## src/rtl/serial_subtractor_if.sv

```systemverilog
// serial_subtractor_if: start/done handshake and operand/result bus for serial_subtractor
interface serial_subtractor_if #(parameter int width = 8);
  logic start;
  logic bin;
  logic busy;
  logic done;
  logic bout;
  logic [width-1:0] a;
  logic [width-1:0] b;
  logic [width-1:0] diff;
  modport master(output start, a, b, bin, input busy, done, diff, bout);
  modport slave(input start, a, b, bin, output busy, done, diff, bout);
endinterface

```

## src/rtl/serial_subtractor.sv

```systemverilog
// serial_subtractor: bit-serial a - b - bin, LSB first, one borrow flip-flop, start/done handshake
module serial_subtractor #(parameter int width = 8) (
  input logic clk,
  input logic rst_n,
  serial_subtractor_if.slave bus
);
  localparam int cw = (width > 1) ? $clog2(width) : 1;
  typedef enum logic [1:0] {IDLE, SHIFT, DONE} state_t;
  state_t state;
  logic [width-1:0] a_sh, b_sh, work, work_nx, diff_q;
  logic [cw-1:0] cnt;
  logic borrow, bout_q, busy_q, done_q, x, y, d, bn, last;
  always_comb begin
    x = a_sh[0];
    y = b_sh[0];
    d = x ^ y ^ borrow;
    bn = (~x & y) | (~(x ^ y) & borrow);
    work_nx = (work >> 1) | (width'(d) << (width - 1));
    last = cnt == cw'(width - 1);
  end
  always_ff @(posedge clk or negedge rst_n)
    if (!rst_n) begin
      state <= IDLE;
      a_sh <= '0;
      b_sh <= '0;
      work <= '0;
      diff_q <= '0;
      cnt <= '0;
      borrow <= 1'b0;
      bout_q <= 1'b0;
      busy_q <= 1'b0;
      done_q <= 1'b0;
    end else begin
      done_q <= 1'b0;
      if (state == SHIFT) begin
        a_sh <= a_sh >> 1;
        b_sh <= b_sh >> 1;
        work <= work_nx;
        borrow <= bn;
        cnt <= cnt + cw'(1);
        if (last) begin
          diff_q <= work_nx;
          bout_q <= bn;
          done_q <= 1'b1;
          busy_q <= 1'b0;
          state <= DONE;
        end
      end else if (bus.start) begin
        // DONE also accepts start so a held start yields one op every width+1 cycles
        a_sh <= bus.a;
        b_sh <= bus.b;
        borrow <= bus.bin;
        cnt <= '0;
        busy_q <= 1'b1;
        state <= SHIFT;
      end else begin
        state <= IDLE;
      end
    end
  assign bus.busy = busy_q;
  assign bus.done = done_q;
  assign bus.diff = diff_q;
  assign bus.bout = bout_q;
endmodule

```

## src/flat_wrapper.sv

```systemverilog
// flat-port wrapper written by rule: the top's interface ports become plain ports
module serial_subtractor_flat 
#(parameter int width = 8)
  (clk, rst_n, bus_start, bus_a, bus_b, bus_bin, bus_busy, bus_done, bus_diff, bus_bout);
  serial_subtractor_if #(.width(width)) bus_i ();
  input logic clk;
  input logic rst_n;
  input wire logic [$bits(bus_i.start)-1:0] bus_start;
  input wire logic [$bits(bus_i.a)-1:0] bus_a;
  input wire logic [$bits(bus_i.b)-1:0] bus_b;
  input wire logic [$bits(bus_i.bin)-1:0] bus_bin;
  output wire logic [$bits(bus_i.busy)-1:0] bus_busy;
  output wire logic [$bits(bus_i.done)-1:0] bus_done;
  output wire logic [$bits(bus_i.diff)-1:0] bus_diff;
  output wire logic [$bits(bus_i.bout)-1:0] bus_bout;
  assign bus_i.start = bus_start;
  assign bus_i.a = bus_a;
  assign bus_i.b = bus_b;
  assign bus_i.bin = bus_bin;
  assign bus_busy = bus_i.busy;
  assign bus_done = bus_i.done;
  assign bus_diff = bus_i.diff;
  assign bus_bout = bus_i.bout;
  serial_subtractor #(.width(width)) u_core (.clk(clk), .rst_n(rst_n), .bus(bus_i));
endmodule
```

## config.mk

```make
export PLATFORM = sky130hd
export DESIGN_NAME = serial_subtractor_flat
export DESIGN_NICKNAME = d
export VERILOG_FILES = /design/src/rtl/serial_subtractor_if.sv /design/src/rtl/serial_subtractor.sv /design/src/flat_wrapper.sv
export SDC_FILE = /design/constraint.sdc
export NUM_CORES = 1
export LEC_CHECK = 0
export CAP_MARGIN = 40
export CELL_PAD_IN_SITES_DETAIL_PLACEMENT = 1
export CELL_PAD_IN_SITES_GLOBAL_PLACEMENT = 1
export CORE_MARGIN = 1
export CORE_UTILIZATION = 43
export DETAILED_ROUTE_END_ITERATION = 8
export GPL_TIMING_DRIVEN = 1
export PLACE_DENSITY_LB_ADDON = 0.1
export SLEW_MARGIN = 5
export SYNTH_ARGS = -nofsm -noshare
export SYNTH_HDL_FRONTEND = slang
export SYNTH_SLANG_ARGS = --single-unit
```

## constraint.sdc

```tcl
create_clock -name clk -period 2.14 [get_ports clk]
set_input_delay 0.214 -clock clk [delete_from_list [all_inputs] [get_ports clk]]
set_output_delay 0.214 -clock clk [all_outputs]
set_load 0.05 [all_outputs]
```

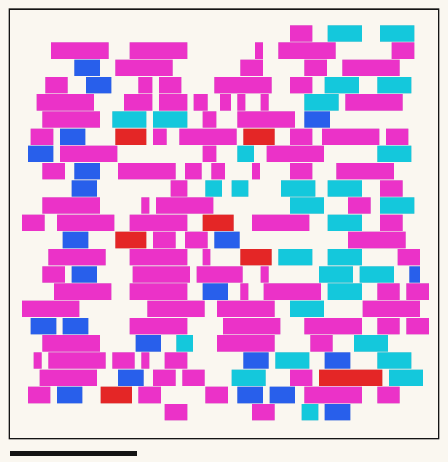
Figure 1: drive-strength map.
The bar under the picture is 20 um long.
color	size	cells	share	most used
blue	_2 cells	22	14%	mux2_2
magenta	_0 and _1 cells	98	63%	dfrtp_1
cyan	_3 and _4 cells	29	19%	mux2_4
red	_6 and larger	7	4.5%	clkbuf_8
worst-case setup margin in the final layout: 0.3916 ns
post-route design area: 2313 um2

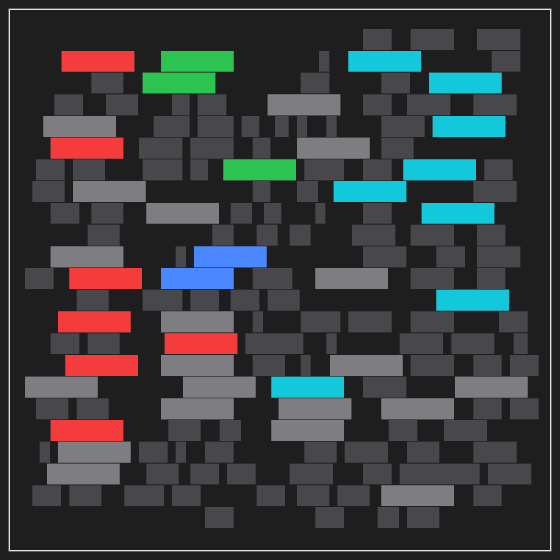
Figure 2: where the registers sit.
color	name in the netlist	flops
green	u_core.cnt	3
blue	u_core.state	2
red	u_core.work	7
cyan	u_core.b_sh	8
not colored	20
fraction of standard cell area that is sequential: 0.4327
Layout Utilization: 0.5702
sequential cell area in the final layout: 1001 um2
power consumed by sequential cells: 1.29 mW

==> summary.txt <==
From the run reports.

- The part of the total power dissipated in combinational logic reads 0.469.
- The height of the die is 67.63 um.
- The half-perimeter wire length after placement reads 2.310 mm.
- The maximum number of pins on one net before global-route repair is 24.
- The cell with the largest stage delay on the worst path reads sky130_fd_sc_hd__nand3b_1.
- In the synthesized netlist, the cells that appear most often are sky130_fd_sc_hd__dfrtp_1, sky130_fd_sc_hd__mux2_4, sky130_fd_sc_hd__mux2_2.
- The per-instance average area after synthesis reads 15.83 um2.
- The critical path goes through ha_1, ha_1, nand3b_1, mux2_2.
- The critical path is of the reg -> reg type.
- Per the final timing report, the hold violations number 0.
- At the worst endpoint, the arrival time is 1.91 ns.
- Across every metal layer, demand over resource in global routing totals 0.1663.
- By area the synthesized netlist is led by sky130_fd_sc_hd__dfrtp_1, sky130_fd_sc_hd__mux2_4, sky130_fd_sc_hd__mux2_2, sky130_fd_sc_hd__mux2i_1, sky130_fd_sc_hd__buf_6.
- The most frequent cell on the critical path reads sky130_fd_sc_hd__ha_1.
- The number of levels in the clock H-tree is 2.
- The share of synthesized area occupied by flip-flops and latches reads 0.5405.
- The most instantiated flip-flop cell in the synthesis netlist reads sky130_fd_sc_hd__dfrtp_1.
- The yosys stat cell total reads 117.
- STA classifies the critical path endpoint as a flip-flop.
- The number of placement rows reads 23.
- The total tool warning count is 26.
- The number of DRC markers after the initial detailed-route iteration is 31.
- The critical register-to-register path endpoint is u_core.bus.diff[1]$_DFFE_PN0P_.
- The share of the core area taken by cells at floorplan is 0.4564.
- For flop-to-flop paths, the worst setup slack is 0.39 ns.
- The required time reported for the critical path endpoint is 2.30 ns.
- The most popular library cell in the synthesized design by count is sky130_fd_sc_hd__dfrtp_1.
- The clock transition time at the flip-flop clock pins of the worst setup and hold paths reads 0.07 ns.
- The biggest cell delay along the critical path is roughly 0.43 ns.
- The first element of the critical path reads u_core.cnt[0]$_DFFE_PN0P_.
- The final max-slew violation count recorded for this run is 0.
- The post-synth tally of flip-flops with integrated enable is 0.
- The flow ran to the end, and the final reports show no timing, DRC or antenna violations.
- The synthesis warning total is 0.
- The final estimated routing congestion in global placement is 0.7204.
- The initial antenna violation count reads 0.
- The sum of overflow across all layers after global routing reads 0.
- The maximum fanout along the worst path is 12.
- The residual DRC count is 0.
- In the final report, the number of endpoints failing setup comes to 0.
- The final timing summary puts the cycle share of the worst path at 0.8170.
- The start of the worst register-to-register path reads u_core.cnt[0]$_DFFE_PN0P_.
- The number of vias in the routed layout reads 1002.
- The global-route met3 utilization reads 0.03716.
- The area of the die reads 4573 um2.
- The worst slack at placement reads about 0.39 ns.
- The Yosys chip area reads 1852 um2.
- The global routing report lists met1 layer usage as 0.2202.
- The longest clock path from root to sink contains 2 buffers.
- The post-synthesis async set-or-reset flop share reads 1.000.
- The worst vdd rail ir drop is 891.7 uV.
- The number of buffers inserted during clock tree synthesis is 5.
- The power per cell area is around 1500 nW/um2.
- The area share of the leading cell type in the synthesized netlist reads 0.5405.
- The internal power is 2.185 mW.
- The antenna violation net count after detailed routing reads 0.
- The report lists the number of cells resized after CTS as 0.
- The most crowded layer after global routing is met2.
- The design draws about 3.4 mW.
- The synthesis-to-finish area growth reads 24.93%.
- The measured slew at the worst slew-check pin is 0.5825 ns.
- The area inside the core boundary reads 4058 um2.
- The cell area after synthesis reads 1852 um2.
- The number of maximum-capacitance violations is 0.
- The via count of the first global-routing pass came to 1133.
- The flop and latch count out of synthesis is 40.
- The setup TNS reads 0 ns.
- The clock tree from TritonCTS reads yes.
- The instance count after placement with tap cells included reads 197.
- The finished layout holds 206 standard cells, fillers aside.
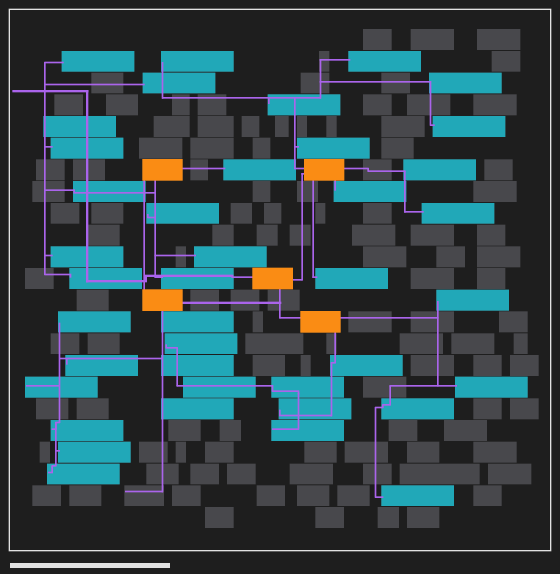
Figure 3: routed clock nets over the placement.
The bar under the picture is 20 um long.
[orange] clock drivers | count: 5
[cyan] flip-flops | count: 40
[purple] clock wires | length: 470 um
flops lie	widely spread
routed clock nets	6
clock latency on the worst-skew pair: 0.28 ns
relative contribution of the clock network to total power: 0.148
worst clock skew on the final layout: 0.006416 ns

## power groups by stage
stage | Sequential [mW] | Combinational [mW] | Clock [mW]
4_1_cts | 1.30 | 1.61 | 0.520
3_3_place_gp | 1.29 | 1.55 | 0
2_1_floorplan | 1.59 | 0.893 | 0
3_5_place_dp | 1.31 | 1.59 | 0
5_1_grt | 1.34 | 1.70 | 0.558
6_report | 1.29 | 1.58 | 0.500
## flip-flops by register name, indices dropped and copies added, names as in the netlist
register         cells
u_core.a_sh          8
u_core.b_sh          8
u_core.bus.diff      8
u_core.work          7
u_core.cnt           3
u_core.state         2
u_core.borrow        1
u_core.bus.bout      1
u_core.bus.busy      1
u_core.bus.done      1
## cells in the final DEF, fill, tap and decap left out, types with 2 or more instances in the layout
cell type,Yosys,routed
sky130_fd_sc_hd__nor2b_1,3,3
sky130_fd_sc_hd__mux2_4,24,24
sky130_fd_sc_hd__clkdlybuf4s50_1,0,29
sky130_fd_sc_hd__nand2b_1,3,3
sky130_fd_sc_hd__mux2_2,21,21
sky130_fd_sc_hd__clkbuf_1,0,2
sky130_fd_sc_hd__dfrtp_1,40,40
sky130_fd_sc_hd__inv_1,5,5
sky130_fd_sc_hd__mux2i_1,6,6
sky130_fd_sc_hd__nor2_1,3,3
sky130_fd_sc_hd__clkbuf_8,0,6
sky130_fd_sc_hd__ha_1,2,2
sky130_fd_sc_hd__buf_4,0,5
## layout make-up
type | instances | area, um2
fill | 407 | 1744
timing repair buffer | 37 | 370.4
multi-input combinational | 66 | 770.7
clock buffer | 8 | 90.09
inverter | 5 | 18.77
sequential | 40 | 1001
tap | 50 | 62.56
## how the worst min path moves through the flow
stage                                       endpoint  slack (ns)  depth (start not counted)
after floorplan           u_core.a_sh[0]$_DFFE_PN0P_       -0.08                          0
after global placement    u_core.a_sh[3]$_DFFE_PN0P_        0.37                          1
after detailed placement  u_core.a_sh[3]$_DFFE_PN0P_        0.18                          1
after CTS                 u_core.a_sh[3]$_DFFE_PN0P_        0.42                          2
after global routing      u_core.a_sh[2]$_DFFE_PN0P_        0.44                          2
final                     u_core.a_sh[3]$_DFFE_PN0P_        0.40                          2
## metal layers
metal / up-vias / wire length [um]
li1: 474 / -
met1: 506 / 1501
met2: 20 / 1593
met5: - / 0
met4: 0 / 23
met3: 2 / 149
## cells by family after synthesis
| logic type | after synthesis | synth area share |
|---|---|---|
| compound gates | 2 | 0.006756 |
| fa+ha+maj | 3 | 0.02432 |
| buf+inv | 11 | 0.04324 |
| flops | 40 | 0.5405 |
| mux | 51 | 0.3547 |
| simple gates | 10 | 0.03041 |
Power and IR drop assume default switching activity.
